===== src/rtl/servo_pkg.sv =====
`default_nettype none
// servo_pkg: default servo timing constants, ramp FSM state encoding and position-to-width helper.
// Revision: 1.0
package servo_pkg;

    localparam int DEF_FRAME_CYCLES = 1000000;
    localparam int DEF_PW_MIN       = 50000;
    localparam int DEF_PW_PER_LSB   = 200;
    localparam int DEF_POS_MAX      = 250;
    localparam int DEF_STEP         = 2000;

    localparam int PW_W  = 20;
    localparam int POS_W = 8;

    typedef enum logic [1:0] {
        ST_IDLE   = 2'd0,
        ST_MOVING = 2'd1,
        ST_HOLD   = 2'd2
    } servo_state_t;

    // Out-of-range codes saturate at pos_max rather than wrapping the pulse width.
    function automatic logic [PW_W-1:0] pos_to_pw(
        input logic [POS_W-1:0] pos,
        input int               pos_max,
        input int               pw_min,
        input int               pw_per_lsb
    );
        int p;
        p = (int'(pos) > pos_max) ? pos_max : int'(pos);
        return PW_W'(pw_min + p * pw_per_lsb);
    endfunction

endpackage
`default_nettype wire


===== src/rtl/servo_pwm_gen.sv =====
`default_nettype none
// servo_pwm_gen: free-running frame counter, end-of-frame strobe and registered pulse compare.
// Revision: 1.0
module servo_pwm_gen
    import servo_pkg::*;
#(
    parameter int FRAME_CYCLES = DEF_FRAME_CYCLES
) (
    input  logic            clock_clk,
    input  logic            reset_low,
    input  logic            enable,
    input  logic            active,
    input  logic [PW_W-1:0] cur_pw,
    output logic            boundary,
    output logic            pwm_out
);

    localparam int               CNT_W    = (FRAME_CYCLES > 1) ? $clog2(FRAME_CYCLES) : 1;
    localparam logic [CNT_W-1:0] CNT_LAST = CNT_W'(FRAME_CYCLES - 1);

    logic [CNT_W-1:0] count;

    assign boundary = (count == CNT_LAST);

    always_ff @(posedge clock_clk) begin
        if (!reset_low) begin
            count   <= '0;
            pwm_out <= 1'b0;
        end else begin
            count   <= boundary ? '0 : count + CNT_W'(1);
            pwm_out <= enable && active && (32'(count) < 32'(cur_pw));
        end
    end

endmodule
`default_nettype wire


===== src/rtl/servo_move_controller.sv =====
`default_nettype none
// servo_move_controller: two-channel command arbitration, target register and frame-synchronous ramp FSM.
// Revision: 1.0
module servo_move_controller
    import servo_pkg::*;
#(
    parameter int FRAME_CYCLES = DEF_FRAME_CYCLES,
    parameter int PW_MIN       = DEF_PW_MIN,
    parameter int PW_PER_LSB   = DEF_PW_PER_LSB,
    parameter int POS_MAX      = DEF_POS_MAX,
    parameter int STEP         = DEF_STEP
) (
    input  logic             clock_clk,
    input  logic             reset_low,
    input  logic             enable,
    input  logic             req0_valid,
    input  logic [POS_W-1:0] req0_pos,
    output logic             req0_ready,
    input  logic             req1_valid,
    input  logic [POS_W-1:0] req1_pos,
    output logic             req1_ready,
    output logic             pwm_out,
    output logic             busy,
    output logic [PW_W-1:0]  cur_pw
);

    localparam logic [PW_W-1:0] PW_RESET = PW_W'(PW_MIN);
    localparam logic [PW_W-1:0] STEP_PW  = PW_W'(STEP);

    servo_state_t     state;
    servo_state_t     state_nxt;
    logic             boundary;
    logic             take0;
    logic             take1;
    logic             take;
    logic             pending;
    logic             busy_nxt;
    logic [POS_W-1:0] acc_pos;
    logic [PW_W-1:0]  target;
    logic [PW_W-1:0]  stepped;
    logic [PW_W-1:0]  cur_pw_nxt;

    assign req0_ready = reset_low;
    assign req1_ready = reset_low & ~req0_valid;
    assign take0      = req0_valid & req0_ready;
    assign take1      = req1_valid & req1_ready;
    assign take       = take0 | take1;
    assign acc_pos    = take0 ? req0_pos : req1_pos;

    // One ramp increment toward the target, landing exactly on it when within STEP.
    always_comb begin
        stepped = target;
        if (target > cur_pw) begin
            if ((target - cur_pw) > STEP_PW) begin
                stepped = cur_pw + STEP_PW;
            end
        end else if ((cur_pw - target) > STEP_PW) begin
            stepped = cur_pw - STEP_PW;
        end
    end

    always_comb begin
        state_nxt  = state;
        cur_pw_nxt = cur_pw;
        if (boundary && enable) begin
            case (state)
                ST_IDLE: begin
                    if (pending) begin
                        state_nxt  = ST_HOLD;
                        cur_pw_nxt = target;
                    end
                end
                ST_HOLD: begin
                    if (target != cur_pw) begin
                        state_nxt = ST_MOVING;
                    end
                end
                ST_MOVING: begin
                    cur_pw_nxt = stepped;
                    if (stepped == target) begin
                        state_nxt = ST_HOLD;
                    end
                end
                default: state_nxt = ST_IDLE;
            endcase
        end
        // Computed from next-cycle values so busy lines up with the registered state.
        busy_nxt = (state_nxt == ST_MOVING) || ((state_nxt == ST_IDLE) && (pending || take));
    end

    always_ff @(posedge clock_clk) begin
        if (!reset_low) begin
            state   <= ST_IDLE;
            target  <= PW_RESET;
            cur_pw  <= PW_RESET;
            pending <= 1'b0;
            busy    <= 1'b0;
        end else begin
            state  <= state_nxt;
            cur_pw <= cur_pw_nxt;
            busy   <= busy_nxt;
            if (take) begin
                target  <= pos_to_pw(acc_pos, POS_MAX, PW_MIN, PW_PER_LSB);
                pending <= 1'b1;
            end
        end
    end

    servo_pwm_gen #(
        .FRAME_CYCLES (FRAME_CYCLES)
    ) u_pwm_gen (
        .clock_clk (clock_clk),
        .reset_low (reset_low),
        .enable    (enable),
        .active    (state != ST_IDLE),
        .cur_pw    (cur_pw),
        .boundary  (boundary),
        .pwm_out   (pwm_out)
    );

endmodule
`default_nettype wire


===== config.mk =====
export PLATFORM = sky130hd
export DESIGN_NAME = servo_move_controller
export DESIGN_NICKNAME = d
export VERILOG_FILES = /design/src/rtl/servo_pkg.sv /design/src/rtl/servo_pwm_gen.sv /design/src/rtl/servo_move_controller.sv
export SDC_FILE = /design/constraint.sdc
export NUM_CORES = 1
export LEC_CHECK = 0
export ABC_AREA = 1
export CAP_MARGIN = 0
export CORE_MARGIN = 3
export CORE_UTILIZATION = 58
export DETAILED_ROUTE_END_ITERATION = 6
export PLACE_DENSITY = 0.82
export SLEW_MARGIN = 20
export SYNTH_ARGS = -nofsm -noshare
export SYNTH_HDL_FRONTEND = slang
export SYNTH_SLANG_ARGS = --single-unit

===== constraint.sdc =====
create_clock -name clock_clk -period 7.3 [get_ports clock_clk]
set_input_delay 1.825 -clock clock_clk [delete_from_list [all_inputs] [get_ports clock_clk]]
set_output_delay 1.825 -clock clock_clk [all_outputs]
set_load 0.005 [all_outputs]

run_1/detail.png
Region (47, 23) to (72, 48) um. Cells in grey, sequential cells in the stronger grey; small squares are vias.
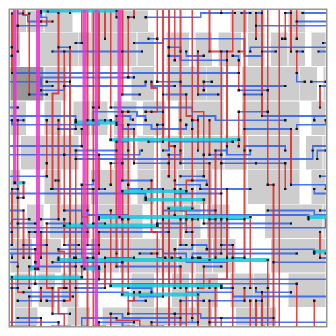
metal 1: in blue. metal 3: in cyan. metal 4: in magenta. metal 2: in red.
Sequential cells in the window: 0. Most frequent: nand2_1 (21), inv_1 (16), nand3_1 (14). 83 logic cells have their middle in the window.

run_1/flops_by_reg.png
Drawn at 2 px/um.
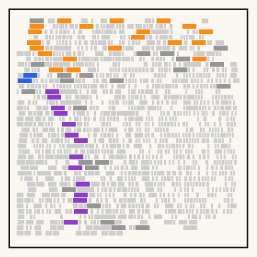
`state`: in blue, sequential cells 2. `target`: in purple, sequential cells 14. `u_pwm_gen.count`: in orange, sequential cells 20.

run_1/congestion.png
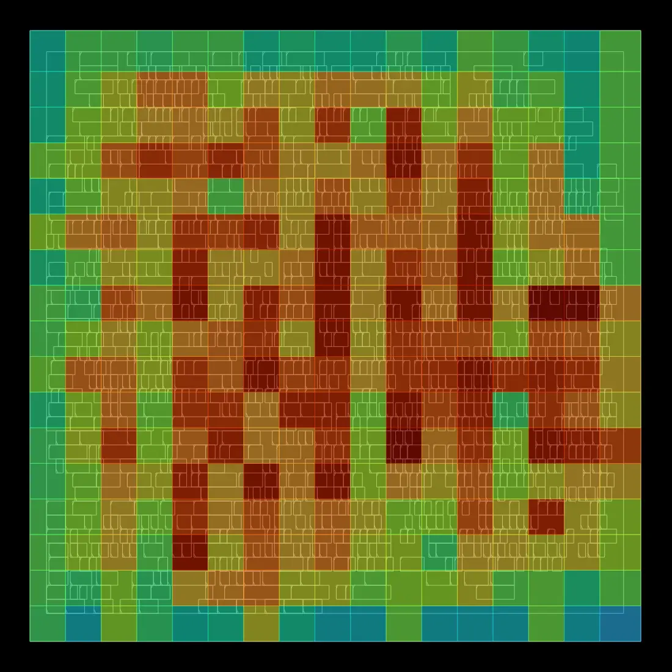
WL per Instance: 15.1 um
GR Util met1: 40.5%
GRT Util Overall: 31.1%
Final Util: 67.3%
met3 Use GR: 5.26%

==> impl_metrics.yaml, run 1 <==
# yosys + openroad results
critical_path:
  setup.worst_path.start: "req0_valid"
  r2r-end: "busy"
  r2r_start: "cur_pw[4]"
  critPathMaxFanout: 11
  r2r_setup_slack_ns: 2.58
clocking:
  cts_buffers: 9
  h-tree-depth: 3
  tritoncts: "yes"
  clkSinkCount: 59
  hold_buffers: 0
floorplan:
  rows: 40
  dieArea_sq_mm: 0.0140
min_path:
  min_delay_path_depth: 1
timing:
  worstMarginPinSlew_ns: 0.892
  relSlewSlack_pct: 40.1
  finalSetupViolations: 0
  setup_ws_ns: 0.851
  fmax_ghz: 0.155
finish:
  final-comb-area_sq_mm: 0.00527
  drive_gt1_share_pct: 5.62
  synthToLayoutAreaGrowth_pct: 11.8
  fin_cells: 1432
  lay_top_count: "nand2_1"
  fill_cells: 1170
  flop-count: 59
  n_all_inverters: 195
  comb-cell-share_pct: 64.4
global_routing:
  grt_max_degree: 25
  grt_pass1_wl_um: 35600
  grt_overflow: 0
  antenna_found_initial: 0
pwr:
  pwr-share-seq_pct: 18.0
  p_sw_share_pct: 48.8
  power.group.top: "combinational cells"
  intPower_mw: 1.08
  p_leak_nw: 4.24
route:
  wl_met1_um: 9470
  top_layer_used: "met4"
  wl_met2_um: 9390
  drt_wl_total_um: 21700
  vias: 7928
  wl_met3_um: 1600
yosys:
  ys_chip_area_sq_mm: 0.00732
  synth_top_cell_by_area: "nand2_1"
placement:
  dp.cells: 1417
  post-dp-hpwl_um: 17500
run_status:
  status: "complete, no violations"
flow_run:
  cap_violations: 0
-- run 1: Yosys cell counts, types with 3 or more instances --
| cell type | n |
|---|---|
| nor2_1 | 105 |
| xor2_1 | 28 |
| a21oi_1 | 63 |
| nor2_4 | 6 |
| nand3_2 | 10 |
| nor3_1 | 22 |
| nand2_1 | 381 |
| o221ai_1 | 3 |
| a221o_1 | 3 |
| nand2_4 | 3 |
| o21bai_1 | 3 |
| a32oi_1 | 3 |
| fa_1 | 4 |
| o21ai_0 | 35 |
| buf_4 | 5 |
| buf_6 | 3 |
| o211ai_1 | 10 |
| ha_1 | 78 |
| dfxtp_1 | 59 |
| inv_1 | 190 |
| nand3_1 | 96 |
| a21o_1 | 3 |
| nor2_2 | 6 |
| a21oi_2 | 3 |
| inv_2 | 5 |
| clkbuf_1 | 8 |
| mux2_2 | 3 |
| nand2_2 | 8 |
| buf_2 | 6 |
| xnor2_1 | 7 |
| nand4_1 | 28 |
| or2_2 | 7 |
| nor4_1 | 4 |
-- run 1: critical path, stage by stage --
cell and delay [ns]:
clkdlybuf4s50_1 0.51, nand2_1 0.28, o21ai_0 0.29, inv_1 0.11, ha_1 0.20, nand2_1 0.06
nor2_1 0.04, nand2_1 0.10, inv_1 0.09, nor2_1 0.19, ha_1 0.28, ha_1 0.31
fa_1 0.46, ha_1 0.33, inv_1 0.08, nor2_1 0.05, nor2_1 0.14, inv_1 0.06
nand2_1 0.05, nand2_1 0.05, a21oi_1 0.20, o21ai_0 0.10, a21oi_1 0.16, xor2_1 0.26
o21ai_1 0.13, xor2_1 0.15, nand2_1 0.06, o211ai_1 0.09
-- run 1: through the flow --
stage,utilization [%],cell area (sq um)
detailed placement,64.6,7860
global route,67.3,8180
global placement,64.6,7860
floorplan,-,7320
finish,67.3,8180
CTS,67.3,8180
## Run 2: what changed since run 1
--- a/config.mk
+++ b/config.mk
@@ -5,12 +5,14 @@
 export SDC_FILE = /design/constraint.sdc
 export NUM_CORES = 1
 export LEC_CHECK = 0
-export ABC_AREA = 1
 export CAP_MARGIN = 0
+export CELL_PAD_IN_SITES_DETAIL_PLACEMENT = 0
+export CELL_PAD_IN_SITES_GLOBAL_PLACEMENT = 2
 export CORE_MARGIN = 3
-export CORE_UTILIZATION = 58
+export CORE_UTILIZATION = 36
 export DETAILED_ROUTE_END_ITERATION = 6
-export PLACE_DENSITY = 0.82
+export PLACE_DENSITY = 0.86
+export REMOVE_ABC_BUFFERS = 1
 export SLEW_MARGIN = 20
 export SYNTH_ARGS = -nofsm -noshare
 export SYNTH_HDL_FRONTEND = slang
run_2/io_placement.png
Drawn at 3 px/um. Pins as bars across the die edge, other pins in grey.
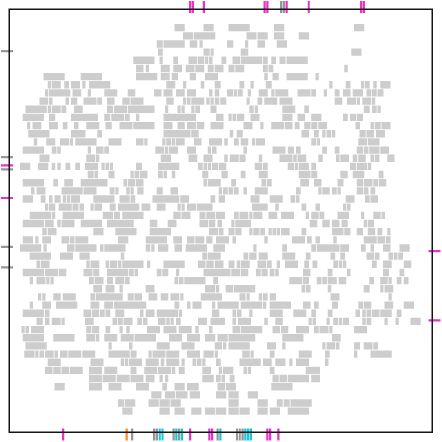
`req1_pos`: in cyan, pins 8, direction input, edge south. `cur_pw`: in magenta, pins 20, direction output, edge 9 north, 7 south, 2 west, 2 east. `req0_valid`: in orange, pins 1, direction input, edge south.
All pins by edge: 25 south, 11 north, 7 west, 2 east.
port bufs: 44
Die Wd: 141 um
DIE HEIGHT: 141 um

==> run 2 against run 1 <==
  * First-iteration DRC count down 45%
  * Utilization down 25 points
  * Die area up 41%
  * Non-clock buffer count up 2
  * Cell area is 9.0% lower
  * Clock-buffer cell count rose by 1
  * Register-to-register slack worse by 0.87 ns
  * Clock skew fell by 0.0036 ns
  * Wire length decreased by 2.9%
  * Critical path type unchanged
  * Critical endpoint unchanged
  * Highest routed layer unchanged
==> impl_metrics.yaml, run 2 <==
# yosys + openroad results
yosys:
  top_cell: "nor2_1"
  synth_top_cell_by_area: "dfxtp_1"
  async_flop_share_pct: 0
  synthAoiAreaFrac_pct: 27.1
  top_cells_by_area: "dfxtp_1, ha_1, xnor2_1, nor2_1, o21ai_0"
  syn-mean-instance-area_sq_um: 7.55
  synth_cell_types: 75
  top_cells_by_count: "nor2_1, ha_1, nand2_1, dfxtp_1, inv_1"
  synth_warnings: 0
  fa_ha_area_share_pct: 16.2
  yosys_cells: 863
  synth_area_sq_mm: 0.00651
  ys_chip_area_sq_mm: 0.00651
  mux_area_share_pct: 2.11
timing:
  finalSetupTns_ns: 0
  finalCriticalPeriod_ns: 6.58
  grt_setup_unrepaired: "false"
  finalClockPeriodUsage_pct: 90.1
  hold_ws_ns: 0.472
  finalSetupViolations: 0
  relSlewSlack_pct: 43.1
  fmax_ghz: 0.152
  report.final.slew_viol_count: 0
  worstMarginPinSlew_ns: 0.851
clocking:
  tritoncts: "yes"
  path_clk_slew_ns: 0.05
  postCtsSetupBuffers: 0
  h-tree-depth: 3
  clkSinkCount: 59
  cts_buffers: 9
  cts_resized: 0
  hold_buffers: 0
  cts-root-buf: "clkbuf_16"
global_routing:
  grt_overflow: 0
  antenna_found_initial: 0
  grt_max_degree: 44
  grt_pass1_vias: 6234
  grt_pass1_wl_um: 33800
  grt_usage_pct: 21.1
route:
  vias: 6456
  viasPerCell: 5.79
  avgRoutedWirePerCell_um: 18.9
  drt_wl_total_um: 21100
  drt_pass1_iterations: 5
critical_path:
  r2r_start: "cur_pw[6]"
  worstRegToRegCells: 14
  r2r_setup_slack_ns: 1.71
  slowest_delay_ns: 0.61
  path_cells: "clkdlybuf4s50_1 -> nand2_1 -> mux2i_1 -> inv_1 -> ha_1 -> nand4_1 -> a211o_1 -> inv_1 -> nor2_1 -> ha_1 -> ha_1 -> ha_1 -> inv_1 -> fa_1 -> inv_1 -> a21oi_1 -> o21ai_0 -> a21oi_1 -> o21bai_1 -> xor2_1 -> a41oi_1 -> xnor2_1 -> nor2_1 -> o21ai_0"
  critPathMaxFanout: 10
  critical_path_buf_inv_count: 5
  cp_top_family: "adder cells"
  r2r-end: "busy"
  cpMaxStageDelayCell: "clkdlybuf4s50_1"
pwr:
  p_leak_nw: 3.12
  power.density_mw_per_mm2: 273
  irDropWorstVdd_mv: 0.127
finish:
  largestRegisters: "cur_pw (20), u_pwm_gen.count (20), target (14)"
  final_cell_area_sq_mm: 0.00745
  lay_top_count: "nor2_1"
  drive_gt1_share_pct: 4.38
  nNetsFinal: 988
  synthToLayoutAreaGrowth_pct: 14.3
  lay_top_cells: "nor2_1, ha_1, nand2_1"
floorplan:
  rows: 48
  core_util_floorplan_pct: 37.3
  dieArea_sq_mm: 0.0197
flow_run:
  cap_violations: 0
placement:
  gp_congestion: 0.898
  place_area_sq_mm: 0.00712
  post-dp-hpwl_um: 16500
min_path:
  min_delay_path_depth: 1
run_status:
  status: "complete, no violations"
-- run 2: netlist changes by cell type in the layout (fill, tap and decap cells not counted), sizes merged, moves of 18 or more --
cell,before,now
nor2,117,81
xnor2,7,41
o21ai,37,56
a21oi,66,48
nand2,392,71
nand3,107,31
inv,195,58
-- run 2: stage by stage --
stage / setup slack (ns) / util (%) / instances / total power [mW]
floorplan: 1.47 / - / 825 / 1.26
global placement: 0.491 / 40.7 / 1099 / 1.56
detailed placement: 0.372 / 40.7 / 1099 / 1.55
CTS: 0.716 / 42.6 / 1115 / 2.03
global route: 0.263 / 42.6 / 1115 / 2.18
finish: 0.724 / 42.6 / 1115 / 2.04
-- run 2: final cells by class --
type | count | area [sq um]
Clock buffer | 12 | 256
Sequential cell | 59 | 1180
Inverter | 59 | 221
Fill cell | 1772 | 10000
Tap cell | 225 | 282
Timing Repair Buffer | 49 | 478
Clock inverter | 4 | 72.6
Multi-Input combinational cell | 707 | 4960
-- run 2: power breakdown --
part	internal [mW]	switching [mW]	leakage [nW]
clock network	0.317	0.151	0.159
logic	0.458	0.707	2.48
registers	0.349	0.0567	0.480
total	1.12	0.914	3.12
-- run 2: worst max path at each step --
stage                           from         end  slack [ns]  depth (start not counted)
final                      reset_low  target[15]        0.72                         24
after floorplan           req0_valid  target[15]        1.47                         23
after global placement     reset_low  target[15]        0.49                         24
after detailed placement   reset_low  target[15]        0.37                         24
after CTS                  reset_low  target[15]        0.72                         24
after global routing       reset_low  target[15]        0.26                         24
-- run 2: routing by layer --
layer	part of all wire [%]	global-route usage [%]
met5	0	0
met4	1.6	5.10
met3	4.7	2.80
met2	45	33.8
met1	48	30.1
## Run 3: what changed since run 2
--- a/config.mk
+++ b/config.mk
@@ -8,11 +8,12 @@
 export CAP_MARGIN = 0
 export CELL_PAD_IN_SITES_DETAIL_PLACEMENT = 0
 export CELL_PAD_IN_SITES_GLOBAL_PLACEMENT = 2
-export CORE_MARGIN = 3
+export CORE_MARGIN = 2
 export CORE_UTILIZATION = 36
 export DETAILED_ROUTE_END_ITERATION = 6
 export PLACE_DENSITY = 0.86
 export REMOVE_ABC_BUFFERS = 1
+export SETUP_SLACK_MARGIN = 0.2
 export SLEW_MARGIN = 20
 export SYNTH_ARGS = -nofsm -noshare
 export SYNTH_HDL_FRONTEND = slang
run_3/logic_types.png
Drawn at 2 px/um.
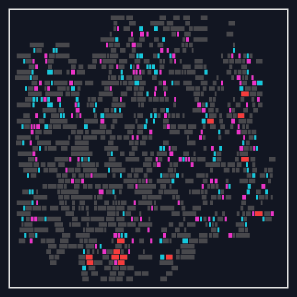
NAND gates: in magenta, cells 127, most used nand2_1. NOR gates: in cyan, cells 120, most used nor2_1, where all over the die. multiplexers: in red, cells 13, most used mux2i_1.

==> run 3 against run 2 <==
  * Cell area is 0.25% lower
  * Non-clock buffer count is 1 lower
  * Clock-buffer cell count is 1 lower
  * Sequential power hardly changed
  * Synthesized area stayed put
  * Clock power is 4.7% lower
  * Combinational power hardly changed
  * Largest cell class unchanged
  * Highest routed layer unchanged
==> impl_metrics.yaml, run 3 <==
# yosys + openroad results
run_status:
  status: "complete, no violations"
finish:
  lay_top_count: "nor2_1"
  synthToLayoutAreaGrowth_pct: 14.1
  nNetsFinal: 987
  drive_gt1_share_pct: 4.27
  final_util_pct: 41.7
  final_cell_area_sq_mm: 0.00743
  largestRegisters: "cur_pw (20), u_pwm_gen.count (20), target (14)"
  fin_cells: 1118
pwr:
  comb_power_share_pct: 57.7
  power.group.top: "combinational cells"
  p_switching_mw: 0.906
  p_clk_mw: 0.445
  comb_cell_power_mw: 1.16
  power.total_mw: 2.01
  irDropWorstVdd_mv: 0.136
  p_sw_share_pct: 45.1
  pwr-share-seq_pct: 20.2
  seq-power_mw: 0.405
  clockPowerShare_pct: 22.1
route:
  drt_pass1_iterations: 5
  avgRoutedWirePerCell_um: 18.6
  drt_wl_total_um: 20800
placement:
  gp_congestion: 0.901
  place_area_sq_mm: 0.00712
  post-dp-hpwl_um: 16400
  pre_cts_ws_ns: 0.294
  dp.cells: 1102
  portBuffers: 44
yosys:
  async_flop_share_pct: 0
  top_cell: "nor2_1"
  top_cells_by_count: "nor2_1, ha_1, nand2_1, dfxtp_1, inv_1"
  yosys_cells: 863
  synth_area_sq_mm: 0.00651
  ys_chip_area_sq_mm: 0.00651
clocking:
  h-tree-depth: 3
  tritoncts: "yes"
  hold_buffers: 0
  path_clk_slew_ns: 0.05
  cts_buffers: 9
flow_run:
  cap_violations: 0
timing:
  setup_ws_ns: 0.743
  finalClockPeriodUsage_pct: 89.8
  finalSetupTns_ns: 0
  fmax_ghz: 0.153
  worstMarginPinSlew_ns: 1.18
  hold_ws_ns: 0.479
  report.final.slew_viol_count: 0
critical_path:
  setup.worst_path.start: "reset_low"
  r2r_start: "cur_pw[6]"
global_routing:
  grt_pass1_wl_um: 33400
  antenna_found_initial: 0
  grt_max_degree: 44
  grt_overflow: 0
floorplan:
  fp.dieH_um: 139
  dieArea_sq_mm: 0.0192
[run 3: cell counts after synthesis]
Identical to the previous run, type by type.
[run 3: per-layer routing]
metal	track usage (%)	up-vias	routed length (um)
met3	2.32	22	952
met1	30.2	3010	9960
met2	35.3	153	9540
li1	-	3209	-
met4	5.80	0	344
met5	0	-	0
[run 3: kinds of logic after synthesis]
kind of cell / after synthesis / share of synthesized area (%)
compound gates: 255 / 27.1
flops: 59 / 18.1
xor+xnor: 62 / 8.33
mux: 13 / 2.11
fa+ha+maj: 82 / 16.2
buf+inv: 97 / 5.76
simple gates: 295 / 22.3
[run 3: final timing paths]
path                            cells after the start                  to  slack, ns
worst max-delay path                               24          target[15]       0.74
worst max register to register                     15                busy       1.57
worst min register to register                      1  u_pwm_gen.count[0]       0.48
worst min-delay path                                1  u_pwm_gen.count[0]       0.48
[run 3: cell type report]
| cell class | instances | area [sq um] |
|---|---|---|
| repair buffers | 48 | 470 |
| flip-flops and latches | 59 | 1180 |
| multi-input cells | 707 | 4960 |
| well taps | 229 | 287 |
| inverters | 59 | 221 |
| clock buffers | 11 | 233 |
| fillers | 1841 | 10400 |
| clock inverters | 5 | 77.6 |
[run 3: critical path: stages]
cell and delay [ns]:
clkdlybuf4s50_1 0.63, nand2_2 0.23, mux2i_1 0.33, inv_1 0.08
ha_1 0.18, nand4_1 0.07, a211o_1 0.16, inv_1 0.10
nor2_1 0.17, ha_1 0.27, ha_1 0.30, ha_1 0.29
inv_1 0.06, fa_1 0.45, inv_1 0.08, a21oi_1 0.05
o21ai_0 0.27, a21oi_1 0.12, o21bai_1 0.21, xor2_1 0.32
a41oi_1 0.19, xnor2_1 0.18, nor2_1 0.05, o21ai_0 0.16
[run 3: what timing repair did]
action	in CTS	in global routing
gates resized	0	1
buffers inserted	0	0
endpoints found under the setup margin	0	1
No activity file was given, so power comes from the tool's default toggle rates.
